**Signal wires on met1**

Scale bar: 100 microns. Supply wires on this layer in gray.
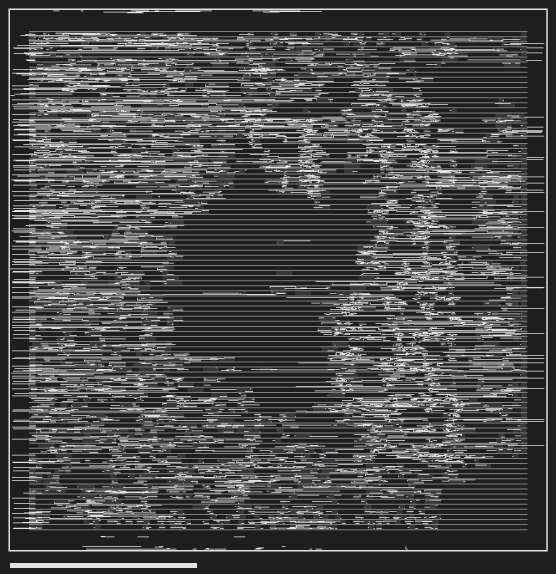
**Close-up of the layout**

Scale bar: 10 microns. Window x 124 to 164, y 67 to 107 microns. Cells in gray, sequential cells in the stronger gray; small squares are vias.
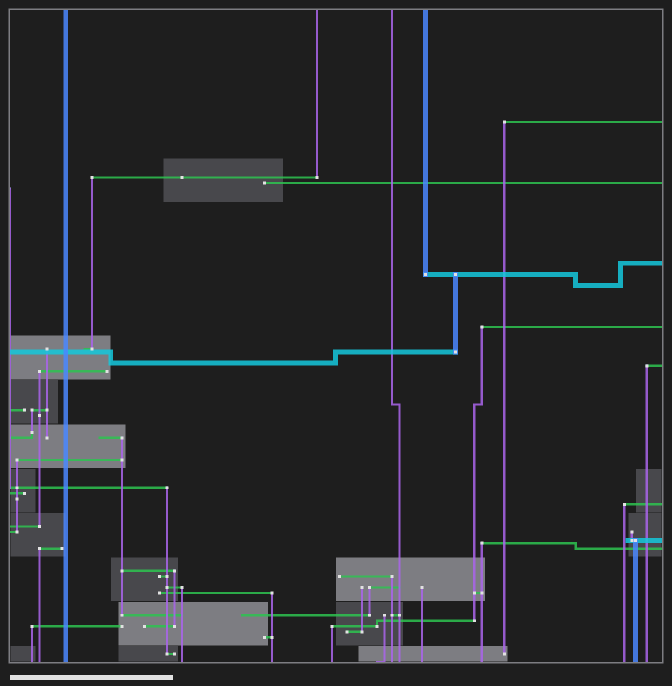
**Cell sizes after repair**

Scale bar: 100 microns.
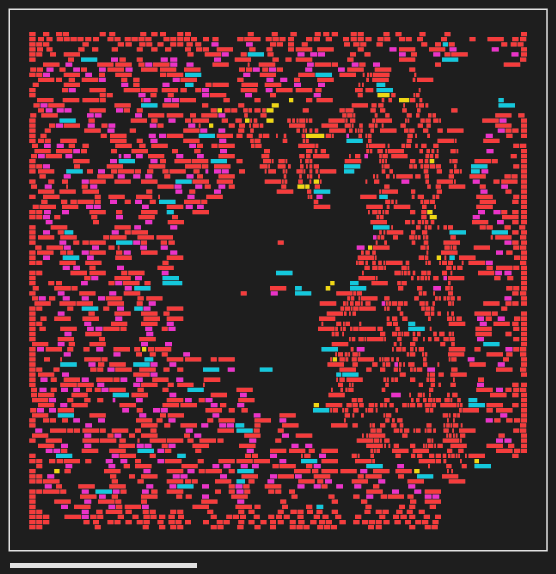
File: src/rtl/model_write_heads_pkg.sv
// Shared types for the DNC write-head sequencer: FSM states, stage codes
// and the fixed order in which the six parameter units are loaded.
package model_write_heads_pkg;

  typedef enum logic [2:0] {
    S_IDLE,
    S_X_LOAD,
    S_X_WAIT,
    S_V_START,
    S_V_STREAM,
    S_V_WAIT,
    S_DONE
  } state_t;

  localparam logic [2:0] STAGE_IDLE = 3'd0;
  localparam logic [2:0] STAGE_WS   = 3'd1;
  localparam logic [2:0] STAGE_AG   = 3'd2;
  localparam logic [2:0] STAGE_WG   = 3'd3;
  localparam logic [2:0] STAGE_WK   = 3'd4;
  localparam logic [2:0] STAGE_EV   = 3'd5;
  localparam logic [2:0] STAGE_WV   = 3'd6;
  localparam logic [2:0] STAGE_DONE = 3'd7;

  // Successor of each stage code, indexed by the current stage.
  localparam logic [2:0] STAGE_ORDER [0:7] = '{
    STAGE_WS, STAGE_AG, STAGE_WG, STAGE_WK,
    STAGE_EV, STAGE_WV, STAGE_DONE, STAGE_IDLE
  };

  function automatic logic is_vector_stage(input logic [2:0] s);
    return (s == STAGE_WK) || (s == STAGE_EV) || (s == STAGE_WV);
  endfunction

endpackage

File: src/rtl/model_write_heads_vector_feeder.sv
// Shared element streamer for the WK/EV/WV units: start pulse, element
// counter, registered data/strobe and last-element detect.
module model_write_heads_vector_feeder #(
  parameter int DATA_SIZE = 64
) (
  input  logic                 clk,
  input  logic                 rst,
  input  logic                 launch,
  input  logic                 xfer,
  input  logic [DATA_SIZE-1:0] xi,
  input  logic [DATA_SIZE-1:0] size_w,
  output logic                 unit_start,
  output logic                 strobe,
  output logic [DATA_SIZE-1:0] data,
  output logic                 last
);

  localparam logic [DATA_SIZE-1:0] ONE = DATA_SIZE'(1);

  logic [DATA_SIZE-1:0] count_q;
  logic                 strobe_q;
  logic [DATA_SIZE-1:0] data_q;

  always_ff @(posedge clk or posedge rst) begin
    if (rst) begin
      count_q  <= '0;
      strobe_q <= 1'b0;
      data_q   <= '0;
    end else begin
      strobe_q <= xfer;
      if (launch) begin
        count_q <= '0;
      end else if (xfer) begin
        count_q <= count_q + ONE;
      end
      if (xfer) begin
        data_q <= xi;
      end
    end
  end

  // Only meaningful while streaming, where size_w is known to be non-zero.
  assign last       = (count_q == size_w - ONE);
  assign unit_start = launch;
  assign strobe     = strobe_q;
  assign data       = data_q;

endmodule

File: src/rtl/model_write_heads_controller.sv
// Loads the six DNC write-head units in fixed order from one xi word stream
// and pulses READY once every unit has reported completion.
module model_write_heads_controller
  import model_write_heads_pkg::*;
#(
  parameter int DATA_SIZE    = 64,
  parameter int CONTROL_SIZE = 64
) (
  input  logic                 CLK,
  input  logic                 RST,
  input  logic                 START,
  output logic                 READY,
  input  logic [DATA_SIZE-1:0] SIZE_W_IN,
  input  logic                 XI_IN_ENABLE,
  output logic                 XI_IN_ACCEPT,
  input  logic [DATA_SIZE-1:0] XI_IN,
  output logic [2:0]           STAGE,
  output logic                 WS_START,
  output logic                 AG_START,
  output logic                 WG_START,
  input  logic                 WS_READY,
  input  logic                 AG_READY,
  input  logic                 WG_READY,
  output logic [DATA_SIZE-1:0] WS_BETA_IN,
  output logic [DATA_SIZE-1:0] AG_GA_IN,
  output logic [DATA_SIZE-1:0] WG_GW_IN,
  output logic                 WK_START,
  output logic                 EV_START,
  output logic                 WV_START,
  input  logic                 WK_READY,
  input  logic                 EV_READY,
  input  logic                 WV_READY,
  output logic                 WK_K_IN_ENABLE,
  output logic                 EV_E_IN_ENABLE,
  output logic                 WV_V_IN_ENABLE,
  output logic [DATA_SIZE-1:0] WK_SIZE_W_IN,
  output logic [DATA_SIZE-1:0] EV_SIZE_W_IN,
  output logic [DATA_SIZE-1:0] WV_SIZE_W_IN,
  output logic [DATA_SIZE-1:0] WK_K_IN,
  output logic [DATA_SIZE-1:0] EV_E_IN,
  output logic [DATA_SIZE-1:0] WV_V_IN
);

  state_t               state_q, state_d;
  logic [2:0]           stage_q, stage_d, stage_nxt;
  logic [DATA_SIZE-1:0] w_q, ws_q, ag_q, wg_q;
  logic                 x_start_q;
  logic                 accept, xfer, unit_ready;
  logic                 fd_start, fd_strobe, fd_last;
  logic [DATA_SIZE-1:0] fd_data;
  logic [CONTROL_SIZE-1:0] unused_control;

  assign unused_control = '0;

  // Valid/ready: a word moves when XI_IN_ENABLE && XI_IN_ACCEPT; ACCEPT is
  // decoded from the registered state only and never looks at ENABLE.
  assign accept = (state_q == S_X_LOAD) || (state_q == S_V_STREAM);
  assign xfer   = XI_IN_ENABLE && accept;

  always_comb begin
    unit_ready = 1'b0;
    case (stage_q)
      STAGE_WS: unit_ready = WS_READY;
      STAGE_AG: unit_ready = AG_READY;
      STAGE_WG: unit_ready = WG_READY;
      STAGE_WK: unit_ready = WK_READY;
      STAGE_EV: unit_ready = EV_READY;
      STAGE_WV: unit_ready = WV_READY;
      default:  unit_ready = 1'b0;
    endcase
  end

  always_ff @(posedge CLK or posedge RST) begin
    if (RST) begin
      state_q <= S_IDLE;
      stage_q <= STAGE_IDLE;
    end else begin
      state_q <= state_d;
      stage_q <= stage_d;
    end
  end

  always_comb begin
    state_d   = state_q;
    stage_d   = stage_q;
    stage_nxt = STAGE_ORDER[stage_q];
    case (state_q)
      S_IDLE: begin
        if (START) begin
          state_d = S_X_LOAD;
          stage_d = STAGE_WS;
        end
      end
      S_X_LOAD: if (xfer) state_d = S_X_WAIT;
      S_X_WAIT, S_V_WAIT: begin
        if (unit_ready) begin
          // With W=0 every vector stage is skipped, so go straight to DONE.
          if (stage_nxt == STAGE_DONE || (is_vector_stage(stage_nxt) && w_q == '0)) begin
            state_d = S_DONE;
            stage_d = STAGE_DONE;
          end else if (is_vector_stage(stage_nxt)) begin
            state_d = S_V_START;
            stage_d = stage_nxt;
          end else begin
            state_d = S_X_LOAD;
            stage_d = stage_nxt;
          end
        end
      end
      S_V_START:  state_d = S_V_STREAM;
      S_V_STREAM: if (xfer && fd_last) state_d = S_V_WAIT;
      S_DONE: begin
        state_d = S_IDLE;
        stage_d = STAGE_IDLE;
      end
      default: begin
        state_d = S_IDLE;
        stage_d = STAGE_IDLE;
      end
    endcase
  end

  always_ff @(posedge CLK or posedge RST) begin
    if (RST) begin
      w_q       <= '0;
      ws_q      <= '0;
      ag_q      <= '0;
      wg_q      <= '0;
      x_start_q <= 1'b0;
    end else begin
      x_start_q <= (state_q == S_X_LOAD) && xfer;
      if (state_q == S_IDLE && START) w_q <= SIZE_W_IN;
      if (state_q == S_X_LOAD && xfer) begin
        if (stage_q == STAGE_WS) ws_q <= XI_IN;
        if (stage_q == STAGE_AG) ag_q <= XI_IN;
        if (stage_q == STAGE_WG) wg_q <= XI_IN;
      end
    end
  end

  model_write_heads_vector_feeder #(
    .DATA_SIZE(DATA_SIZE)
  ) u_feeder (
    .clk       (CLK),
    .rst       (RST),
    .launch    (state_q == S_V_START),
    .xfer      (xfer && (state_q == S_V_STREAM)),
    .xi        (XI_IN),
    .size_w    (w_q),
    .unit_start(fd_start),
    .strobe    (fd_strobe),
    .data      (fd_data),
    .last      (fd_last)
  );

  assign READY        = (state_q == S_DONE);
  assign XI_IN_ACCEPT = accept;
  assign STAGE        = stage_q;

  assign WS_START   = x_start_q && (stage_q == STAGE_WS);
  assign AG_START   = x_start_q && (stage_q == STAGE_AG);
  assign WG_START   = x_start_q && (stage_q == STAGE_WG);
  assign WS_BETA_IN = ws_q;
  assign AG_GA_IN   = ag_q;
  assign WG_GW_IN   = wg_q;

  // One feeder serves all vector units; start and strobe are steered by stage.
  assign WK_START       = fd_start  && (stage_q == STAGE_WK);
  assign EV_START       = fd_start  && (stage_q == STAGE_EV);
  assign WV_START       = fd_start  && (stage_q == STAGE_WV);
  assign WK_K_IN_ENABLE = fd_strobe && (stage_q == STAGE_WK);
  assign EV_E_IN_ENABLE = fd_strobe && (stage_q == STAGE_EV);
  assign WV_V_IN_ENABLE = fd_strobe && (stage_q == STAGE_WV);
  assign WK_SIZE_W_IN   = w_q;
  assign EV_SIZE_W_IN   = w_q;
  assign WV_SIZE_W_IN   = w_q;
  assign WK_K_IN        = fd_data;
  assign EV_E_IN        = fd_data;
  assign WV_V_IN        = fd_data;

endmodule

File: config.mk
export PLATFORM = sky130hd
export DESIGN_NAME = model_write_heads_controller
export DESIGN_NICKNAME = d
export VERILOG_FILES = /design/src/rtl/model_write_heads_pkg.sv /design/src/rtl/model_write_heads_vector_feeder.sv /design/src/rtl/model_write_heads_controller.sv
export SDC_FILE = /design/constraint.sdc
export NUM_CORES = 1
export LEC_CHECK = 0
export CAP_MARGIN = 25
export CORE_AREA = 10 10 277 279
export CTS_CLUSTER_DIAMETER = 60
export DETAILED_ROUTE_END_ITERATION = 7
export DIE_AREA = 0 0 287 289
export MAX_ROUTING_LAYER = met4
export PLACE_DENSITY_LB_ADDON = 0.1
export SLEW_MARGIN = 20
export SYNTH_ARGS = -nofsm -noshare
export SYNTH_HDL_FRONTEND = slang
export SYNTH_SLANG_ARGS = --single-unit
export TNS_END_PERCENT = 100
File: constraint.sdc
create_clock -name CLK -period 17.2 [get_ports CLK]
set_clock_uncertainty 0.2 [all_clocks]
set_input_delay 3.44 -clock CLK [delete_from_list [all_inputs] [get_ports CLK]]
set_output_delay 3.44 -clock CLK [all_outputs]
set_load 0.01 [all_outputs]
==> deck_impl_summary.md <==
Implementation Results

Status
  • Outcome: completed

Logic synthesis
  • Synth area leaders: dfrtp_1, mux2_2, buf_4
  • Chip area in the Yosys report: 19700 sq um
  • Dominant cell area share: 49.7%
  • YS warnings: 0
  • Yosys Instances: 1691
  • Netlist Area Pre-Place: 19700 sq um
  • Top cells by count: dfrtp_1, mux2_2, buf_4
  • Synth area leader: dfrtp_1
  • Count of cell types in the netlist: 61
  • Top logic family: multiplexers
  • Simple-gate area share of the yosys netlist: 10.4%

Route
  • WL met1: 31.0 mm
  • DR DRC count: 0
  • Detailed Routing Iterations Pass 1: 4
  • Uppermost layer routed: met4
  • Initial DRC count: 413

Pwr
  • Final Power: 5510 uW
  • Top Consumer: combinational cells
  • Psw: 2050 uW
  • Clk pwr share: 19.3%
  • Logic gate share of total power: 48.8%
  • Power per cell area: 198 nW/um^2
  • P_int: 3460 uW
  • Combinational power: 2690 uW
  • Leakage power: 0.0114 uW

Worst setup path
  • Crit path required time: 13.56 ns
  • Worst Reg-to-Reg Cells: 11
  • Cell Chain, Critical Path: nand2b_1 > nor2_4 > buf_4 > and3_1 > clkdlybuf4s50_1
  • WS Path Type: reg2out
  • Crit path to: WK_START
  • Largest fanout on the critical path: 67
  • Worst R2R End: state_q[0]
  • Crit path max-delay cell type: buf_4
  • Worst setup EP type: primary output
  • Worst path bufs/invs: 2
  • Worst reg2reg path startpoint: EV_SIZE_W_IN[0]
  • WP depth: 5

Finish
  • Comb area share: 27.8%
  • Nets: 2313
  • Top cells excl fill/tap: clkdlybuf4s50_1, dfrtp_1, mux2_2
  • Fraction of area in registers: 35.2%
  • # fillers: 6901
  • Multi-In Gates: 966
  • Sequential cell area: 9810 sq um
  • NonClk Buf Share: 26.5%
  • Flops: 392
  • Max-area cell class: flip-flops and latches
  • Clk cell area share: 6.03%
  • Logic area: 7760 sq um

Place
  • Setup WS pre-CTS: 9.80 ns
  • Gp weighted congestion: 0.860
  • Port bufs: 727

Global route
  • Largest net degree at the start of global routing: 149
  • Busiest grt layer: met2
  • Number of global-route vias before repair: 15436
  • Initial antenna violation count: 8
  • First-pass GRT wire length: 111 mm
  • GRT Overall Usage: 18.5%

Clocking
  • CTS Hold Bufs: 0
  • CTS tree: yes
  • Late-Pin Clk Latency: 0.58 ns
  • CTS buffer count: 52
  • Clock Pin Slew Worst Setup and Hold Paths: 0.05 ns
  • Cts repair resizes: 0
  • CTS Sinks: 392

Final timing
  • Setup TNS: 0 ns
  • Slew of the pin with the lowest slew margin: 1.04 ns
  • Final setup viols: 0
  • Fmax: 0.147 GHz
  • Worst hold slack: 0.302 ns
  • Tmin final: 6.79 ns
  • Slew Viols, Final: 0
  • Endpoints failing hold: 0

Worst hold path
  • Hold_sp: WS_BETA_IN[8]
  • Worst hold stages: 1
  • Worst hold path class: reg2reg

Die
  • Die Y: 289 microns
  • DIE WIDTH: 287 microns
  • Tap cells: 950
  • Core Rows: 98
  • Core Footprint: 71100 sq um
  • FP Util: 27.8%

Job
  • Total of max-cap violations: 0
Notes on 'signal wires on met1' above:
nets with wire on the layer = 2040
wire length on this layer = 31.0 mm
longest straight run = 132 microns
via count: 14496
final wirelength: 77.9 mm

Notes on 'close-up of the layout' above:
cyan -> M3
blue -> M4
purple -> M2
green -> M1
sequential cells in the window = 4
cells with their middle in the window = 10
most frequent = dfrtp_1 (4), mux2_2 (3)

Notes on 'cell sizes after repair' above:
red -> x1 and smaller  # cells 1772, most used clkdlybuf4s50_1
yellow -> x3 and x4  # cells 26, most used buf_4
cyan -> x6 and larger  # cells 75, most used clkbuf_16
magenta -> x2  # cells 333, most used mux2_2
Non-clk bufs: 740
area grow syn2layout: 41.4%
Design Area, Final: 27900 sq um
final worst setup slack: 10.41 ns

Power and IR drop assume default switching activity.
